$ cat config.mk
export PLATFORM = sky130hd
export DESIGN_NAME = max_unpool_expand
export DESIGN_NICKNAME = d
export VERILOG_FILES = /design/src/rtl/max_unpool_expand.sv
export SDC_FILE = /design/constraint.sdc
export NUM_CORES = 1
export LEC_CHECK = 0
export CORE_UTILIZATION = 49
export DETAILED_ROUTE_END_ITERATION = 16
export DONT_BUFFER_PORTS = 1
export GPL_TIMING_DRIVEN = 1
export SLEW_MARGIN = 20
export SYNTH_ARGS = -nofsm -noshare
export SYNTH_HDL_FRONTEND = slang
export SYNTH_SLANG_ARGS = --single-unit
$ cat constraint.sdc
create_clock -name clk -period 5.2 [get_ports clk]
set_input_delay 0.78 -clock clk [delete_from_list [all_inputs] [get_ports clk]]
set_output_delay 0.78 -clock clk [all_outputs]
set_load 0.005 [all_outputs]
$ cat src/rtl/max_unpool_expand.sv
// max_unpool_expand
//
// Decoder-side inverse of the 2:1 max-pool comparator. It streams pooled fp16 values and their
// 1-bit argmax indices out of the pooling BRAM. Each value is put back into the lane it was taken
// from, and the other lane of the 32-bit pair is zero-filled. The lane packing matches the
// conv_concat word that the pooling stage consumes. Output words go through a small FIFO onto a
// valid/ready stream. BRAM reads are credit-limited, so the FIFO can never overflow.
//
// Parameters
//   DATA_W        lane width (fp16 bit pattern, never interpreted)
//   ADDR_W        pooled-BRAM address width
//   BRAM_LATENCY  edges from the address-sampling edge to the data-valid edge (1..4)
//   FIFO_DEPTH    output FIFO entries, power of two, >= BRAM_LATENCY + 2
//
// Ports
//   clk, rst           rising-edge clock, synchronous active-high reset
//   start, count       one-cycle job launch and entry count N (sampled together, ignored when busy)
//   Pool_BRAM_en/addr  read request to the pooled BRAM, addresses 0..N-1 in order
//   Pool_read_data     pooled max value returned by the BRAM
//   Pool_read_index    argmax lane: 0 = low lane, 1 = high lane
//   unpool_concat      reconstructed two-lane word (FIFO head, zero when empty)
//   unpool_valid       FIFO non-empty
//   unpool_ready       downstream accepts; a word transfers on valid & ready
//   busy               job in progress
//   done               one-cycle pulse in the cycle after the N-th transfer

module max_unpool_expand #(
  parameter int unsigned DATA_W       = 16,
  parameter int unsigned ADDR_W       = 10,
  parameter int unsigned BRAM_LATENCY = 2,
  parameter int unsigned FIFO_DEPTH   = 4
) (
  input  logic                clk,
  input  logic                rst,
  input  logic                start,
  input  logic [ADDR_W:0]     count,
  output logic                Pool_BRAM_en,
  output logic [ADDR_W-1:0]   Pool_BRAM_addr,
  input  logic [DATA_W-1:0]   Pool_read_data,
  input  logic                Pool_read_index,
  output logic [2*DATA_W-1:0] unpool_concat,
  output logic                unpool_valid,
  input  logic                unpool_ready,
  output logic                busy,
  output logic                done
);

  localparam int unsigned PtrW = $clog2(FIFO_DEPTH);
  localparam int unsigned CntW = $clog2(FIFO_DEPTH) + 1;

  typedef enum logic [1:0] {StIdle, StRun, StDrain, StFin} state_e;

  state_e              state_q;
  logic [ADDR_W:0]     count_q;
  logic [ADDR_W-1:0]   addr_q;
  logic                busy_q;
  logic                done_q;

  logic [BRAM_LATENCY-1:0] inflight_q, inflight_d;
  logic [CntW-1:0]         inflight;

  logic [2*DATA_W-1:0] mem_q [FIFO_DEPTH];
  logic [PtrW-1:0]     wr_ptr_q, rd_ptr_q;
  logic [CntW-1:0]     occ_q, occ_d;

  logic                credit_ok;
  logic                issue;
  logic                last_addr;
  logic                push;
  logic                pop;
  logic [2*DATA_W-1:0] push_word;

  // ------------------------------------------------------------------------------------------
  // Read issue and in-flight tracking
  // ------------------------------------------------------------------------------------------

  // Reads outstanding in the BRAM pipeline. Each one already owns a FIFO slot.
  always_comb begin
    inflight = '0;
    for (int i = 0; i < BRAM_LATENCY; i++) begin
      inflight = inflight + CntW'(inflight_q[i]);
    end
  end

  // The credit check ignores a pop in the same cycle. This keeps the issue decision off the
  // downstream ready path, at the cost of at most one cycle of slack.
  always_comb begin
    credit_ok = ({1'b0, occ_q} + {1'b0, inflight}) < (CntW + 1)'(FIFO_DEPTH);
    issue     = (state_q == StRun) && credit_ok;
    last_addr = ({1'b0, addr_q} == (count_q - (ADDR_W + 1)'(1)));
  end

  always_comb begin
    inflight_d[0] = issue;
    for (int i = 1; i < BRAM_LATENCY; i++) begin
      inflight_d[i] = inflight_q[i-1];
    end
  end

  always_ff @(posedge clk) begin
    if (rst) begin
      inflight_q <= '0;
    end else begin
      inflight_q <= inflight_d;
    end
  end

  // ------------------------------------------------------------------------------------------
  // Lane expansion and output FIFO
  // ------------------------------------------------------------------------------------------

  // Clearing inflight_q on reset is what discards BRAM data still returning after a reset.
  assign push = inflight_q[BRAM_LATENCY-1];
  assign pop  = unpool_valid && unpool_ready;

  always_comb begin
    if (Pool_read_index) begin
      push_word = {Pool_read_data, {DATA_W{1'b0}}};
    end else begin
      push_word = {{DATA_W{1'b0}}, Pool_read_data};
    end
  end

  always_comb begin
    occ_d = occ_q + CntW'(push) - CntW'(pop);
  end

  always_ff @(posedge clk) begin
    if (rst) begin
      wr_ptr_q <= '0;
      rd_ptr_q <= '0;
      occ_q    <= '0;
    end else begin
      if (push) begin
        wr_ptr_q <= wr_ptr_q + PtrW'(1);
      end
      if (pop) begin
        rd_ptr_q <= rd_ptr_q + PtrW'(1);
      end
      occ_q <= occ_d;
    end
  end

  // Storage has no reset. The visible head is gated by valid, so stale entries never leak out.
  always_ff @(posedge clk) begin
    if (!rst && push) begin
      mem_q[wr_ptr_q] <= push_word;
    end
  end

  // The credit scheme makes an overflow impossible. This catches a broken invariant.
  always_ff @(posedge clk) begin
    if (!rst) begin
      assert (!(push && !pop && (occ_q == CntW'(FIFO_DEPTH))));
    end
  end

  // ------------------------------------------------------------------------------------------
  // Job control
  // ------------------------------------------------------------------------------------------

  always_ff @(posedge clk) begin
    if (rst) begin
      state_q <= StIdle;
      count_q <= '0;
      addr_q  <= '0;
      busy_q  <= 1'b0;
      done_q  <= 1'b0;
    end else begin
      done_q <= 1'b0;
      unique case (state_q)
        StIdle: begin
          if (start) begin
            count_q <= count;
            addr_q  <= '0;
            busy_q  <= 1'b1;
            // An empty job has nothing to read. It takes one DRAIN cycle, which trivially
            // succeeds, so done lands two edges after start.
            if (count == '0) begin
              state_q <= StDrain;
            end else begin
              state_q <= StRun;
            end
          end
        end
        StRun: begin
          if (issue) begin
            if (last_addr) begin
              // Hold the last address rather than step past all-ones when N = 2^ADDR_W.
              state_q <= StDrain;
            end else begin
              addr_q <= addr_q + ADDR_W'(1);
            end
          end
        end
        StDrain: begin
          // Look ahead through this cycle's pop so done follows the final transfer directly.
          if ((inflight == '0) && (occ_d == '0)) begin
            state_q <= StFin;
            done_q  <= 1'b1;
          end
        end
        StFin: begin
          state_q <= StIdle;
          busy_q  <= 1'b0;
        end
        default: begin
          state_q <= StIdle;
          busy_q  <= 1'b0;
        end
      endcase
    end
  end

  // ------------------------------------------------------------------------------------------
  // Outputs
  // ------------------------------------------------------------------------------------------

  assign Pool_BRAM_en   = issue;
  assign Pool_BRAM_addr = addr_q;
  assign unpool_valid   = (occ_q != '0);
  assign unpool_concat  = unpool_valid ? mem_q[rd_ptr_q] : '0;
  assign busy           = busy_q;
  assign done           = done_q;

endmodule

run_1/met1.png
Supply wires on this layer in grey. Cells faint in the background.
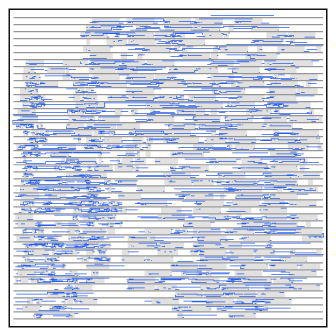
main direction	horizontal
wire length on this layer	5690 µm
longest straight run	27.6 µm

run_1/cell_classes.png
Scale bar: 20 µm.
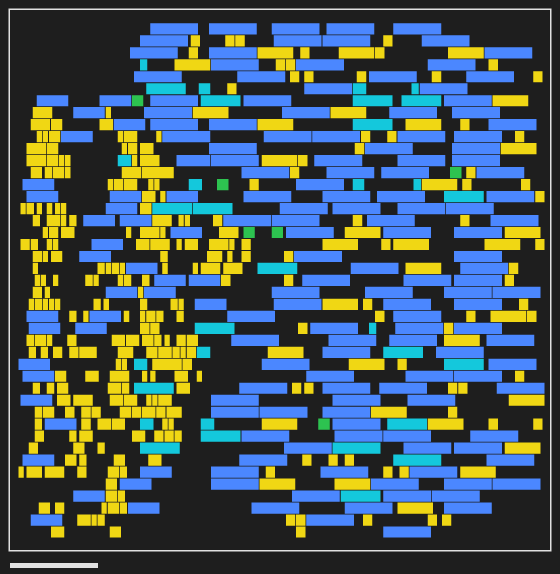
colour	class	cells
cyan	clock drivers and dummy loads	32
green	other buffers and delay cells	6
blue	flip-flops	164
yellow	all other logic	306
final design area excluding fillers: 0.00789 mm²
post-layout util: 0.562
Core ar.: 0.0140 mm²
flop share of the area: 0.579
row cnt: 43

run_1/drive_strength.png
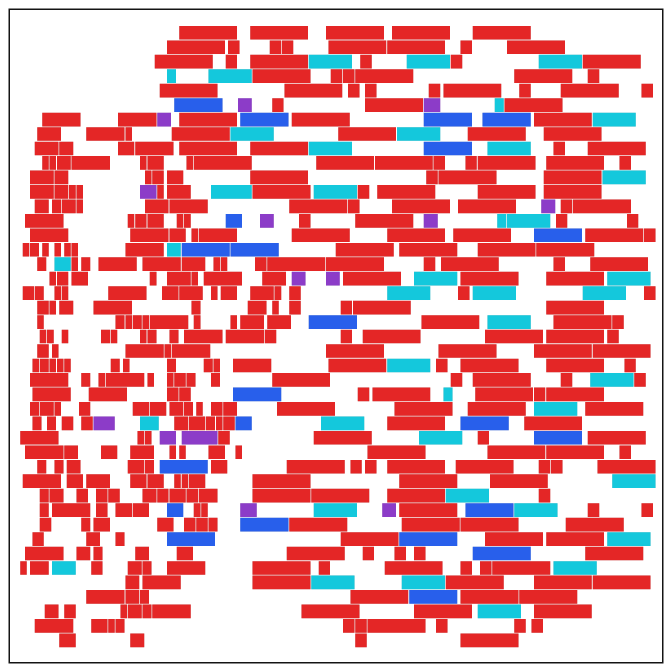
colour	size	cells	share
red	drive 1 or less	431	85%
purple	drive 3 to 4	14	2.8%
blue	drive 6 and up	22	4.3%
cyan	drive 2	41	8.1%

==> results_dict.tcl, run 1 <==
# flow metrics
set metrics [dict create \
    status "finished clean" \
    yosys-top-cells-count "128 x edfxtp_1, 54 x and2_1, 36 x dfxtp_1" \
    netlist_instances 493 \
    yosysWarnings 0 \
    nets 543 \
    syn2layout_area_growth_pct 10.7 \
    worst_ep_required_time_ns 5.53 \
    worstSkewPairLatency_ns 0.42 \
    htreeDepth 4 \
    placed_cells 656 \
    die-area_mm2 0.0150 \
    drv_cap 0 \
    grt_pass1_vias 3926 \
    cts_setup_buffers 0 \
    antenna_found_initial 0 \
    num_vias 3942 \
    grt_max_degree 35 \
    async_reset_ff_frac 0 \
    numPortBuffers 0 \
    p_leak_uw 0.00263 \
    numCtsBuffers 17 \
    ant_nets 0 \
    rsz0062_at_grt "false" \
    nFillCells 1152 \
    numClockSinks 164 \
    drv_slew 0 \
]
[run 1: kinds of logic after synthesis]
logic type                 after synthesis  synth area share
AOI/OAI and AO/OA                       50            0.0435
xor gates and xnor gates                19            0.0233
adders and majority gates               16            0.0291
buffers and inverters                   38            0.0216
DFF                                    164             0.640
muxes                                   34             0.104
and+or+nand+nor                        172             0.138
[run 1: cells in the final DEF, fill, tap and decap left out, drive strengths merged, types with 8 or more instances in the layout]
cell / n
a21oi: 23
and2: 54
clkbuf: 17
clkinv: 8
dfxtp: 36
edfxtp: 128
ha: 15
inv: 18
mux4: 32
nand2: 33
nand4: 9
nor2: 19
nor2b: 19
nor4: 8
or4: 9
xnor2: 11
xor2: 8
[run 1: power breakdown]
part	leakage [µW]	internal, µW	switching [µW]	total [µW]
registers	0.00146	1470	92.6	1560
logic	0.000883	358	414	772
clock network	0.000284	710	514	1220
total	0.00263	2540	1020	3560
[run 1: path summary, 6_finish.rpt]
path / to / depth (start not counted) / slack [ns] / start
setup reg to reg: state_q[0]$_SDFFE_PP0P_ / 14 / 1.53 / occ_q[1]$_SDFF_PP0_
hold / removal: count_q[5]$_SDFFE_PP0P_ / 1 / 0.42 / rst
hold reg to reg: inflight_q[1]$_SDFF_PP0_ / 2 / 0.48 / inflight_q[0]$_SDFF_PP0_
setup / recovery: state_q[0]$_SDFFE_PP0P_ / 14 / 1.53 / occ_q[1]$_SDFF_PP0_
[run 1: worst max-delay path, cell delays in order (launching register included)]
cell      delay (ns)
dfxtp_1         0.36
or3_2           0.77
and2_1          0.32
ha_1            0.27
inv_1           0.05
ha_1            0.13
inv_1           0.05
fa_1            0.37
xor2_1          0.16
xnor2_1         0.21
nand4b_1        0.17
nand2_1         0.10
nand2_1         0.07
or4_1           0.47
o31ai_1         0.08
[run 1: final cells by class]
type                       instances  area (µm²)  share of cell area
multi-input combinational        291        2410               0.306
clock buffer                      17         425              0.0539
inverter                          15        56.3             0.00714
sequential                       164        4570               0.579
clock inverter                    15         156              0.0198
tap                              180         225              0.0286
timing repair buffer               6        45.0             0.00571
[run 1: registers in the layout, summed over array words and instances (netlist names), named ones only]
register	count
rd_ptr_q	2
wr_ptr_q	2
busy	1
mem_q	128
state_q	2
done	1
occ_q	3
count_q	11
inflight_q	2
Pool_BRAM_addr	10
[run 1: metrics by stage]
stage,power (µW),util,instance area [µm²]
2_1_floorplan,2200,-,7130
3_3_place_gp,2360,0.520,7300
3_5_place_dp,2380,0.520,7300
4_1_cts,3600,0.561,7880
5_1_grt,3740,0.562,7890
6_report,3560,0.562,7890
[run 1: routing by layer]
layer | wire length, µm | global-route usage | up-vias
met3 | 579 | 0.0479 | 17
met4 | 222 | 0.0808 | 0
met1 | 5690 | 0.230 | 1994
li1 | - | - | 1847
met5 | 0 | 0 | -
met2 | 6710 | 0.315 | 84
--- run 2 (diff from run 1) ---
Clock period 5.2 ns to 3.53 ns, I/O delays scaled along.
run_2/clock_map.png
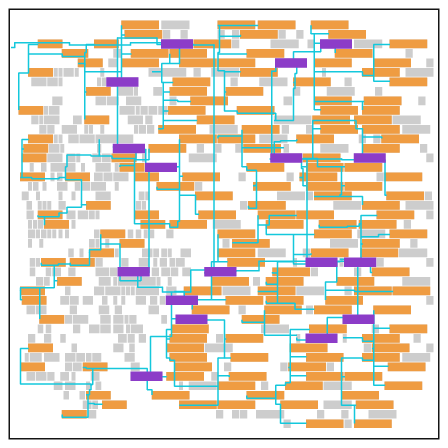
[orange] flip-flops | count: 164
[cyan] clock wires | length: 1860 µm
[purple] cells driving clock nets | count: 17
flops lie	widely spread
routed clock nets	18

run_2/drive_strength.png
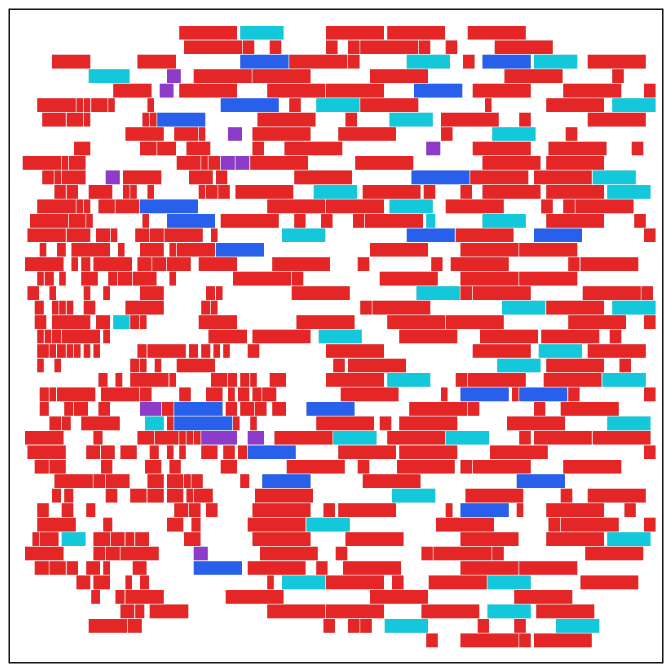
colour	size	cells	share
cyan	drive 2	37	7.3%
blue	drive 6 and up	21	4.1%
purple	drive 3 to 4	11	2.2%
red	drive 1 or less	440	86%

==> run 2 against run 1 <==
Die area is the same; largest power group unchanged; fmax up 16%; register-to-register slack lost 1.2 ns; combinational power grew 57%; synthesized area did not move; synthesized cell count did not move; sequential cell count did not move; via count is 0.51% lower; critical endpoint is now state_q[1]$_SDFFE_PP0P_; non-clock buffer count rose by 1; sequential share of layout area decreased by 0.16 points.
==> results_dict.tcl, run 2 <==
# flow metrics
set metrics [dict create \
    status "finished clean" \
    ant_nets 0 \
    yosys-top-cells-count "128 x edfxtp_1, 54 x and2_1, 36 x dfxtp_1" \
    yosysWarnings 0 \
    grt_util_met1 0.248 \
    min_from "rst" \
    rr_worst_depth 14 \
    hold_path_depth 1 \
    netlist_instances 493 \
    htreeDepth 4 \
    numPortBuffers 0 \
    crit_path_max_incr_delay_ns 0.48 \
    p_leak_uw 0.00264 \
    critPathSlowestCell "or4_1" \
    largest-register "mem_q" \
    finish.instance_area_mm2 0.00791 \
    drv_slew 0 \
    worst_ep_required_time_ns 3.86 \
    num_vias 3922 \
    use_met3 0.0507 \
    grtUsageMet2 0.322 \
    regToRegEndpoint "state_q[1]$_SDFFE_PP0P_" \
    syn2layout_area_growth_pct 11.0 \
    grt_pass1_vias 4057 \
    worstSkewPairLatency_ns 0.42 \
    rsz0062_at_grt "false" \
    drv_cap 0 \
    grt_max_degree 34 \
    lay_top_count "edfxtp_1" \
    dpl_cell_area_mm2 0.00731 \
    top_usage_layer "met2" \
    r2r_start "occ_q[1]$_SDFF_PP0_" \
    hold_path_end "count_q[5]$_SDFFE_PP0P_" \
    numClockSinks 164 \
    coreArea_mm2 0.0140 \
    postLayoutCoreUtil 0.563 \
]
[run 2: cell counts after synthesis]
No cell type changed its count.
[run 2: layout make-up]
| cell class | instances | area [µm²] |
|---|---|---|
| sequential | 164 | 4570 |
| inverter | 15 | 56.3 |
| multi-input combinational | 291 | 2410 |
| clock inverter | 13 | 164 |
| clock buffer | 19 | 433 |
| timing repair buffer | 7 | 52.6 |
| fill | 1127 | 6130 |
| tap | 180 | 225 |
[run 2: cell families after synthesis]
logic type                 after synthesis  share of synthesized area
and+or+nand+nor                        172                      0.138
DFF                                    164                      0.640
AOI/OAI and AO/OA                       50                     0.0435
buffers and inverters                   38                     0.0216
muxes                                   34                      0.104
xor gates and xnor gates                19                     0.0233
adders and majority gates               16                     0.0291
[run 2: layer usage]
metal,share of wire,vias to the layer above,wire [µm]
met5,0,-,0
met4,0.012,0,164
met3,0.043,11,586
met2,0.51,81,6840
met1,0.44,1980,5890
li1,-,1850,-
[run 2: how the worst max path moves through the flow]
stage | slack, ns | startpoint | end | cells after the start
2_1_floorplan | 0.54 | occ_q[1]$_SDFF_PP0_ | state_q[0]$_SDFFE_PP0P_ | 14
3_3_place_gp | 0.52 | occ_q[1]$_SDFF_PP0_ | state_q[1]$_SDFFE_PP0P_ | 14
3_5_place_dp | 0.36 | occ_q[1]$_SDFF_PP0_ | state_q[0]$_SDFFE_PP0P_ | 14
4_1_cts | 0.35 | occ_q[1]$_SDFF_PP0_ | state_q[1]$_SDFFE_PP0P_ | 14
5_1_grt | 0.17 | occ_q[1]$_SDFF_PP0_ | state_q[1]$_SDFFE_PP0P_ | 14
6_report | 0.36 | occ_q[1]$_SDFF_PP0_ | state_q[1]$_SDFFE_PP0P_ | 14
[run 2: critical path, delay by kind of cell (launching register included)]
family	cells	cell delay [ns]
and+or+nand+nor	6	1.38
adders and majority gates	3	0.80
DFF	1	0.36
buffers and inverters	2	0.11
xor gates and xnor gates	2	0.37
AOI/OAI and AO/OA	1	0.08
[run 2: where the power goes]
part	switching (µW)	leakage (µW)	total, µW	internal (µW)
combinational	675	0.000888	1210	535
clock	694	0.000286	1860	1170
sequential	74.9	0.00146	2240	2170
[run 2: stage by stage]
step | std cells | total power, µW
finish | 689 | 5310
global route | 689 | 5610
CTS | 689 | 5390
detailed placement | 657 | 3520
global placement | 657 | 3490
floorplan | 493 | 3240
--- run 3 (diff from run 2) ---
Settings changed: MAX_ROUTING_LAYER set to met4, SLEW_MARGIN 20 to unset.
run_3/met1.png
Supply wires on this layer in grey. Cells faint in the background.
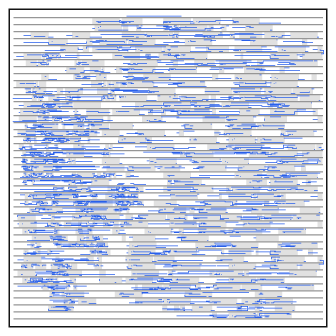
nets with wire on the layer	504
wire length on this layer	5920 µm
share of all routed wire	44%
main direction	horizontal
Total Wirelength: 13.5 mm
via count: 3942
met1 usage: 0.249

run_3/final_clocks.png
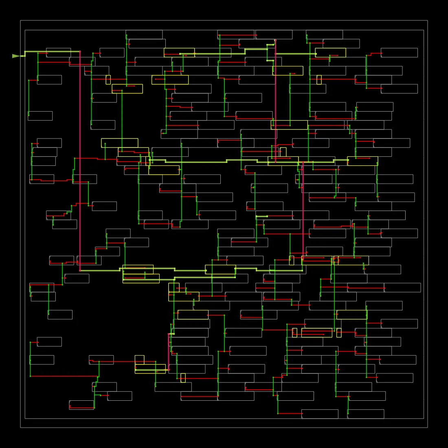
clock sink count: 164
Skew-Pair Late Insertion Delay: 0.42 ns
clock buffer count from CTS: 17
Final Skew: 0.0101 ns

==> run 3 against run 2 <==
Synthesized area stayed put; non-clock buffer count stayed put; via count is 0.51% higher; critical endpoint unchanged; synthesized cell count stayed put; critical path depth stayed put; setup slack worse by 0.00080 ns; highest routed layer unchanged; global-route usage is 0.61 points higher; fmax hardly changed.
==> results_dict.tcl, run 3 <==
# flow metrics
set metrics [dict create \
    coreArea_mm2 0.0140 \
    rsz0062_at_grt "false" \
    grt_pass1_vias 4057 \
    lay_top_count "edfxtp_1" \
    yosys-top-cells-count "128 x edfxtp_1, 54 x and2_1, 36 x dfxtp_1" \
    wl_met2_mm 6.82 \
    layout_top_cells "128 x edfxtp_1, 54 x and2_1, 35 x dfxtp_1, 33 x nand2_1, 32 x mux4_2" \
    syn2layout_area_growth_pct 10.9 \
    nets 544 \
    die-area_mm2 0.0150 \
    p_leak_uw 0.00264 \
    yosysWarnings 0 \
    numPortBuffers 0 \
    finish.instance_area_mm2 0.00791 \
    r2r_start "occ_q[1]$_SDFF_PP0_" \
    wl_met3_um 623 \
    critPathSlowestCell "or4_1" \
    netlist_instances 493 \
    crit_start "occ_q[1]$_SDFF_PP0_" \
    htreeDepth 4 \
    status "finished clean" \
]
[run 3: cells by family after synthesis]
group                      share of synthesized area
AOI/OAI and AO/OA                             0.0435
buffers and inverters                         0.0216
DFF                                            0.640
and+or+nand+nor                                0.138
muxes                                          0.104
xor gates and xnor gates                      0.0233
adders and majority gates                     0.0291
[run 3: worst register-to-register path: stages, from the launching register on]
cell      delay (ns)
dfxtp_1         0.35
or3_1           0.38
and2_1          0.21
ha_1            0.28
inv_1           0.06
ha_1            0.14
inv_1           0.05
fa_1            0.38
xor2_1          0.16
xnor2_1         0.21
nand4b_1        0.15
nand2_1         0.09
nand2_1         0.07
or4_1           0.48
o31ai_1         0.08
[run 3: through the flow]
stage                     utilization  instances  power, µW
after floorplan                     -        493       3240
after global placement          0.520        657       3490
after detailed placement        0.520        657       3520
after CTS                       0.563        689       5390
after global routing            0.563        689       5600
final                           0.563        689       5310
[run 3: power by group]
group / internal [µW] / switching (µW)
combinational: 533 / 674
clock: 1170 / 699
sequential: 2170 / 75.4
[run 3: layout make-up]
type / count / area [µm²]
fill: 1128 / 6140
sequential: 164 / 4570
multi-input combinational: 291 / 2410
clock buffer: 19 / 433
tap: 180 / 225
clock inverter: 13 / 164
inverter: 15 / 56.3
timing repair buffer: 7 / 52.6
[run 3: layer usage]
layer / up-vias / track usage
met1: 1983 / 0.249
met2: 96 / 0.323
met4: 0 / 0.0671
met3: 9 / 0.0548
li1: 1854 / -
met5: - / -
[run 3: final timing paths]
kind                                            endpoint  slack (ns)  cells past startpoint
worst min-delay path             count_q[5]$_SDFFE_PP0P_        0.17                      1
worst max-delay path             state_q[1]$_SDFFE_PP0P_        0.36                     14
worst max register to register   state_q[1]$_SDFFE_PP0P_        0.36                     14
worst min register to register  inflight_q[1]$_SDFF_PP0_        0.47                      2
Power figures rest on the tool's default switching activity, not on a simulated workload.
